**config.mk**
```make
export PLATFORM = sky130hd
export DESIGN_NAME = lcd_nibble_reader_flat
export DESIGN_NICKNAME = d
export VERILOG_FILES = /design/src/rtl/lcd_nibble_reader_if.sv /design/src/rtl/lcd_nibble_reader.sv /design/src/flat_wrapper.sv
export SDC_FILE = /design/constraint.sdc
export NUM_CORES = 1
export LEC_CHECK = 0
export CAP_MARGIN = 20
export CORE_AREA = 2 2 73 75
export DETAILED_ROUTE_END_ITERATION = 10
export DIE_AREA = 0 0 75 77
export HOLD_SLACK_MARGIN = 0.12
export MAX_ROUTING_LAYER = met4
export PLACE_DENSITY = 0.76
export SYNTH_ARGS = -nofsm -noshare
export SYNTH_HDL_FRONTEND = slang
export SYNTH_SLANG_ARGS = --single-unit
```
**constraint.sdc**
```tcl
create_clock -name clk -period 2.7 [get_ports clk]
set_input_delay 0.27 -clock clk [delete_from_list [all_inputs] [get_ports clk]]
set_output_delay 0.27 -clock clk [all_outputs]
set_load 0.03 [all_outputs]
```
**src/rtl/lcd_nibble_reader_if.sv**
```systemverilog
// ---------------------------------------------------------------------------
// lcd_nibble_reader_if
// Request/response bundle between the LCD control FSM (master) and the
// 4-bit LCD read engine (slave).
//   start     master->slave  request one read (taken only while ready=1)
//   rs_sel    master->slave  0 = busy flag/address read, 1 = data read
//   ready     slave->master  reader idle, start will be accepted
//   data      slave->master  assembled byte {upper nibble, lower nibble}
//   busy_flag slave->master  data[7] for busy/address reads, else 0
//   addr      slave->master  data[6:0] for busy/address reads, else 0
//   done      slave->master  one-cycle pulse, results valid from here on
//   timeout   slave->master  busy-poll limit reached (poll build only)
// ---------------------------------------------------------------------------
interface lcd_nibble_reader_if;
  logic       start;
  logic       rs_sel;
  logic       ready;
  logic [7:0] data;
  logic       busy_flag;
  logic [6:0] addr;
  logic       done;
  logic       timeout;

  modport master (
    output start, rs_sel,
    input  ready, data, busy_flag, addr, done, timeout
  );

  modport slave (
    input  start, rs_sel,
    output ready, data, busy_flag, addr, done, timeout
  );
endinterface

```
**src/rtl/lcd_nibble_reader.sv**
```systemverilog
// ---------------------------------------------------------------------------
// lcd_nibble_reader
// Performs one LCD read cycle over the 4-bit bus (RW=1): E is strobed twice,
// upper nibble first, and the returned byte is assembled for the control FSM.
// The LCD top level muxes RS/RW/E from whichever block has rd_active and
// tristates the FPGA SF_D drivers while rd_active=1.
//
// Ports
//   clk        system clock (50 MHz)
//   reset      asynchronous, active-low reset
//   bus        lcd_nibble_reader_if.slave (start/rs_sel in, results out)
//   SF_D_in    LCD data bus DB7..DB4 as seen by the FPGA
//   LCD_RS     register select (latched rs_sel during the read)
//   LCD_RW     1 while the reader owns the bus
//   LCD_E      enable strobe
//   rd_active  reader owns the LCD bus
//
// Build option
//   LCD_READ_BUSY_POLL_EN: a busy-flag read that returns BF=1 is repeated
//   (after a gap) until BF=0 or POLL_MAX reads have been made; the last
//   case reports timeout=1. Undefined: one read per start, timeout=0.
//
// All LCD pins are registered from the next state so they change cleanly on
// the clock edge and drop asynchronously with reset.
// ---------------------------------------------------------------------------
module lcd_nibble_reader #(
  parameter int SETUP_CYC  = 2,
  parameter int E_HIGH_CYC = 12,
  parameter int HOLD_CYC   = 1,
  parameter int GAP_CYC    = 50,
  parameter int POLL_MAX   = 255
) (
  input  logic                 clk,
  input  logic                 reset,
  lcd_nibble_reader_if.slave   bus,
  input  logic [3:0]           SF_D_in,
  output logic                 LCD_RS,
  output logic                 LCD_RW,
  output logic                 LCD_E,
  output logic                 rd_active
);

  // Every phase length is loaded as (length-1) into a 12-bit counter.
  if (SETUP_CYC < 1 || E_HIGH_CYC < 1 || HOLD_CYC < 1 || GAP_CYC < 1 ||
      SETUP_CYC > 4096 || E_HIGH_CYC > 4096 || HOLD_CYC > 4096 ||
      GAP_CYC > 4096 || POLL_MAX < 1) begin : g_param_check
    $error("lcd_nibble_reader: phase lengths must be 1..4096, POLL_MAX >= 1");
  end

  typedef enum logic [3:0] {
    IDLE, SETUP_H, EHI_H, HOLD_H, GAP, SETUP_L, EHI_L, HOLD_L, DONE
  } state_t;

  state_t      state, state_nxt;
  logic [11:0] cnt;
  logic        load;
  logic        last;
  logic        enter_done;
  logic        poll_again;
  logic        rearm;
  logic        own_nxt;
  logic        rs_cur;
  logic        rs_lat;
  logic [3:0]  nib_hi, nib_lo;
  logic [7:0]  data_q;
  logic        bf_q;
  logic [6:0]  addr_q;
  logic        done_q;
  logic        ready_q;

  function automatic logic [11:0] phase_len(input state_t s);
    case (s)
      SETUP_H, SETUP_L: phase_len = 12'(SETUP_CYC - 1);
      EHI_H, EHI_L:     phase_len = 12'(E_HIGH_CYC - 1);
      HOLD_H, HOLD_L:   phase_len = 12'(HOLD_CYC - 1);
      GAP:              phase_len = 12'(GAP_CYC - 1);
      default:          phase_len = 12'd0;
    endcase
  endfunction

  assign last       = (cnt == 12'd0);
  assign enter_done = (state == HOLD_L) && last && !poll_again;
  // rs_sel is only sampled on the accepting edge; afterwards the latch rules.
  assign rs_cur     = (state == IDLE) ? bus.rs_sel : rs_lat;
  assign own_nxt    = (state_nxt != IDLE) && (state_nxt != DONE);

  always_comb begin
    state_nxt = state;
    load      = 1'b0;
    case (state)
      IDLE:    if (bus.start) begin state_nxt = SETUP_H; load = 1'b1; end
      SETUP_H: if (last) begin state_nxt = EHI_H;  load = 1'b1; end
      EHI_H:   if (last) begin state_nxt = HOLD_H; load = 1'b1; end
      HOLD_H:  if (last) begin state_nxt = GAP;    load = 1'b1; end
      GAP:     if (last) begin
                 state_nxt = rearm ? SETUP_H : SETUP_L;
                 load      = 1'b1;
               end
      SETUP_L: if (last) begin state_nxt = EHI_L;  load = 1'b1; end
      EHI_L:   if (last) begin state_nxt = HOLD_L; load = 1'b1; end
      HOLD_L:  if (last) begin
                 state_nxt = poll_again ? GAP : DONE;
                 load      = 1'b1;
               end
      DONE:    state_nxt = IDLE;
      default: state_nxt = IDLE;
    endcase
  end

  always_ff @(posedge clk or negedge reset) begin
    if (!reset) begin
      state <= IDLE;
      cnt   <= 12'd0;
    end else begin
      state <= state_nxt;
      if (load)
        cnt <= phase_len(state_nxt);
      else if (!last)
        cnt <= cnt - 12'd1;
    end
  end

  // Bus capture: each nibble is taken on the edge where E falls.
  always_ff @(posedge clk or negedge reset) begin
    if (!reset) begin
      rs_lat <= 1'b0;
      nib_hi <= 4'h0;
      nib_lo <= 4'h0;
      data_q <= 8'h00;
      bf_q   <= 1'b0;
      addr_q <= 7'h00;
    end else begin
      if (state == IDLE && bus.start)
        rs_lat <= bus.rs_sel;
      if (state == EHI_H && last)
        nib_hi <= SF_D_in;
      if (state == EHI_L && last)
        nib_lo <= SF_D_in;
      if (enter_done) begin
        data_q <= {nib_hi, nib_lo};
        bf_q   <= !rs_lat && nib_hi[3];
        addr_q <= rs_lat ? 7'h00 : {nib_hi[2:0], nib_lo};
      end
    end
  end

  // Pins and handshake flags registered from the next state.
  always_ff @(posedge clk or negedge reset) begin
    if (!reset) begin
      LCD_RS    <= 1'b0;
      LCD_RW    <= 1'b0;
      LCD_E     <= 1'b0;
      rd_active <= 1'b0;
      ready_q   <= 1'b1;
      done_q    <= 1'b0;
    end else begin
      LCD_RS    <= own_nxt && rs_cur;
      LCD_RW    <= own_nxt;
      LCD_E     <= (state_nxt == EHI_H) || (state_nxt == EHI_L);
      rd_active <= own_nxt;
      ready_q   <= (state_nxt == IDLE);
      done_q    <= (state_nxt == DONE);
    end
  end

`ifdef LCD_READ_BUSY_POLL_EN
  localparam int PW = (POLL_MAX > 1) ? $clog2(POLL_MAX) : 1;

  logic [PW-1:0] poll_cnt;   // reads already completed in this request
  logic          rearm_q;
  logic          timeout_q;

  assign poll_again = !rs_lat && nib_hi[3] && (poll_cnt < PW'(POLL_MAX - 1));
  assign rearm      = rearm_q;

  always_ff @(posedge clk or negedge reset) begin
    if (!reset) begin
      poll_cnt  <= '0;
      rearm_q   <= 1'b0;
      timeout_q <= 1'b0;
    end else begin
      if (state == IDLE && bus.start) begin
        poll_cnt  <= '0;
        timeout_q <= 1'b0;
      end
      if (state == HOLD_L && last && poll_again) begin
        poll_cnt <= poll_cnt + 1'b1;
        rearm_q  <= 1'b1;
      end
      if (state == GAP && last)
        rearm_q <= 1'b0;
      // Reaching DONE with BF still set means the poll limit ran out.
      if (enter_done)
        timeout_q <= !rs_lat && nib_hi[3];
    end
  end

  assign bus.timeout = timeout_q;
`else
  assign poll_again  = 1'b0;
  assign rearm       = 1'b0;
  assign bus.timeout = 1'b0;
`endif

  assign bus.ready     = ready_q;
  assign bus.done      = done_q;
  assign bus.data      = data_q;
  assign bus.busy_flag = bf_q;
  assign bus.addr      = addr_q;

endmodule

```
**src/flat_wrapper.sv**
```systemverilog
// flat-port wrapper written by rule: the top's interface ports become plain ports
module lcd_nibble_reader_flat 
#(
  parameter int SETUP_CYC  = 2,
  parameter int E_HIGH_CYC = 12,
  parameter int HOLD_CYC   = 1,
  parameter int GAP_CYC    = 50,
  parameter int POLL_MAX   = 255
)
  (clk, reset, SF_D_in, LCD_RS, LCD_RW, LCD_E, rd_active, bus_start, bus_rs_sel, bus_ready, bus_data, bus_busy_flag, bus_addr, bus_done, bus_timeout);
  lcd_nibble_reader_if bus_i ();
  input  logic clk;
  input  logic reset;
  input  logic [3:0] SF_D_in;
  output logic LCD_RS;
  output logic LCD_RW;
  output logic LCD_E;
  output logic rd_active;
  input wire logic [$bits(bus_i.start)-1:0] bus_start;
  input wire logic [$bits(bus_i.rs_sel)-1:0] bus_rs_sel;
  output wire logic [$bits(bus_i.ready)-1:0] bus_ready;
  output wire logic [$bits(bus_i.data)-1:0] bus_data;
  output wire logic [$bits(bus_i.busy_flag)-1:0] bus_busy_flag;
  output wire logic [$bits(bus_i.addr)-1:0] bus_addr;
  output wire logic [$bits(bus_i.done)-1:0] bus_done;
  output wire logic [$bits(bus_i.timeout)-1:0] bus_timeout;
  assign bus_i.start = bus_start;
  assign bus_i.rs_sel = bus_rs_sel;
  assign bus_ready = bus_i.ready;
  assign bus_data = bus_i.data;
  assign bus_busy_flag = bus_i.busy_flag;
  assign bus_addr = bus_i.addr;
  assign bus_done = bus_i.done;
  assign bus_timeout = bus_i.timeout;
  lcd_nibble_reader #(.SETUP_CYC(SETUP_CYC), .E_HIGH_CYC(E_HIGH_CYC), .HOLD_CYC(HOLD_CYC), .GAP_CYC(GAP_CYC), .POLL_MAX(POLL_MAX)) u_core (.clk(clk), .reset(reset), .bus(bus_i), .SF_D_in(SF_D_in), .LCD_RS(LCD_RS), .LCD_RW(LCD_RW), .LCD_E(LCD_E), .rd_active(rd_active));
endmodule
```
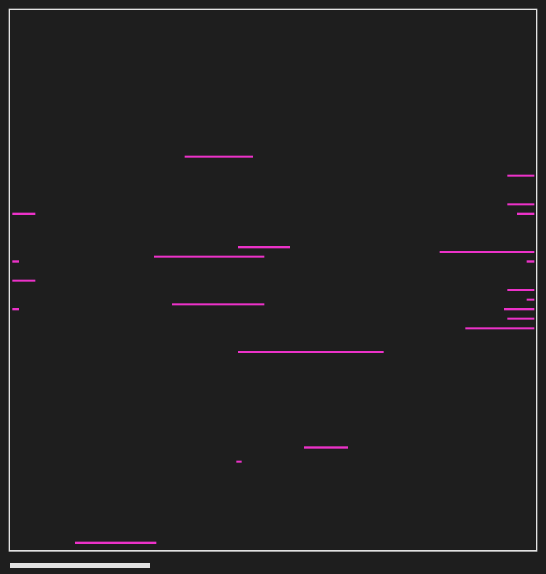
Figure 1: signal wires on met3.
Scale bar: 20 microns.
longest straight run: 20.5 microns
wire length on this layer: 135 microns
main direction: horizontal

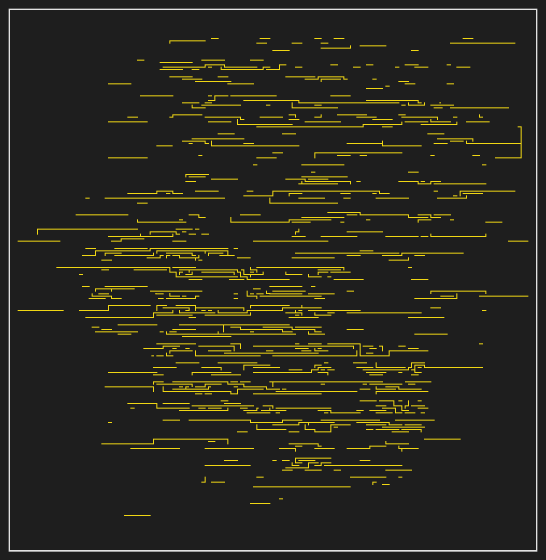
Figure 2: signal wires on met1.
nets with wire on the layer: 210
main direction: horizontal
wire length on this layer: 1910 microns
longest straight run: 18.4 microns
share of all routed wire: 47%

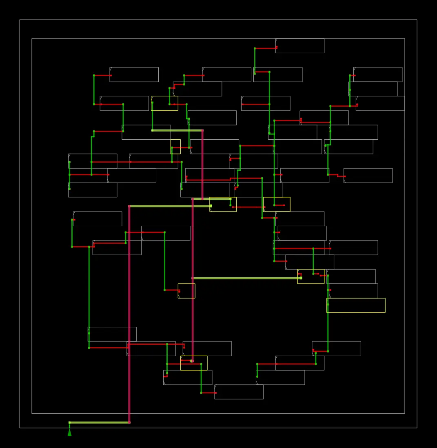
Figure 3: clock wiring as the flow saved it.
clock tree sinks: 46
Clock Skew: 0.00561 ns
clk latency late pin: 0.30 ns

==> results_slide.txt <==
Implementation Results

Worst setup path
  • Register-to-register setup slack: 0.27 ns
  • Worst stage delay on the critical path: between 0.5 and 0.6 ns
  • Data arrival time of the critical path: roughly 2.6 ns
  • Crit Path Class: reg -> reg

Outcome
  • Result of the run: finished, final reports clean

Route
  • Detailed-route DRC error count: 0
  • Met2 wirelength from detailed routing: 1.95 mm
  • Top metal layer carrying routed signals: met4
  • 1st-iter DRT viols: 87

Logic synthesis
  • Compound Share, Synth: around 9%
  • Post-synth EDFFs: 0

Clocking
  • Longest Clk Path Bufs: 2
  • Worst-path clk slew: around 0.09 ns

Power
  • Static Leak: approximately 1.2 nW
  • Total power: 0.00125 W
  • Flop+latch power: 0.000693 W
  • Pwr/cell area: 465 nW/um^2
  • Switching Power: 0.000260 W

Layout
  • Comb/total area: 35.5%
  • ClkCell Share: 4.21%
  • Number of nets at the end of the flow: 228
  • Biggest area consumer among cell classes: sequential cells
  • Final cell utilization of the core: 53.7%
  • Top Layout Cells: 45 x sky130_fd_sc_hd__dfrtp_1, 28 x sky130_fd_sc_hd__clkdlybuf4s50_1, 18 x sky130_fd_sc_hd__mux2_2

Timing
  • Hold WS: approximately 0.34 ns

GRT
  • Global-route usage over all layers: 16.5%
Power and IR drop assume default switching activity.
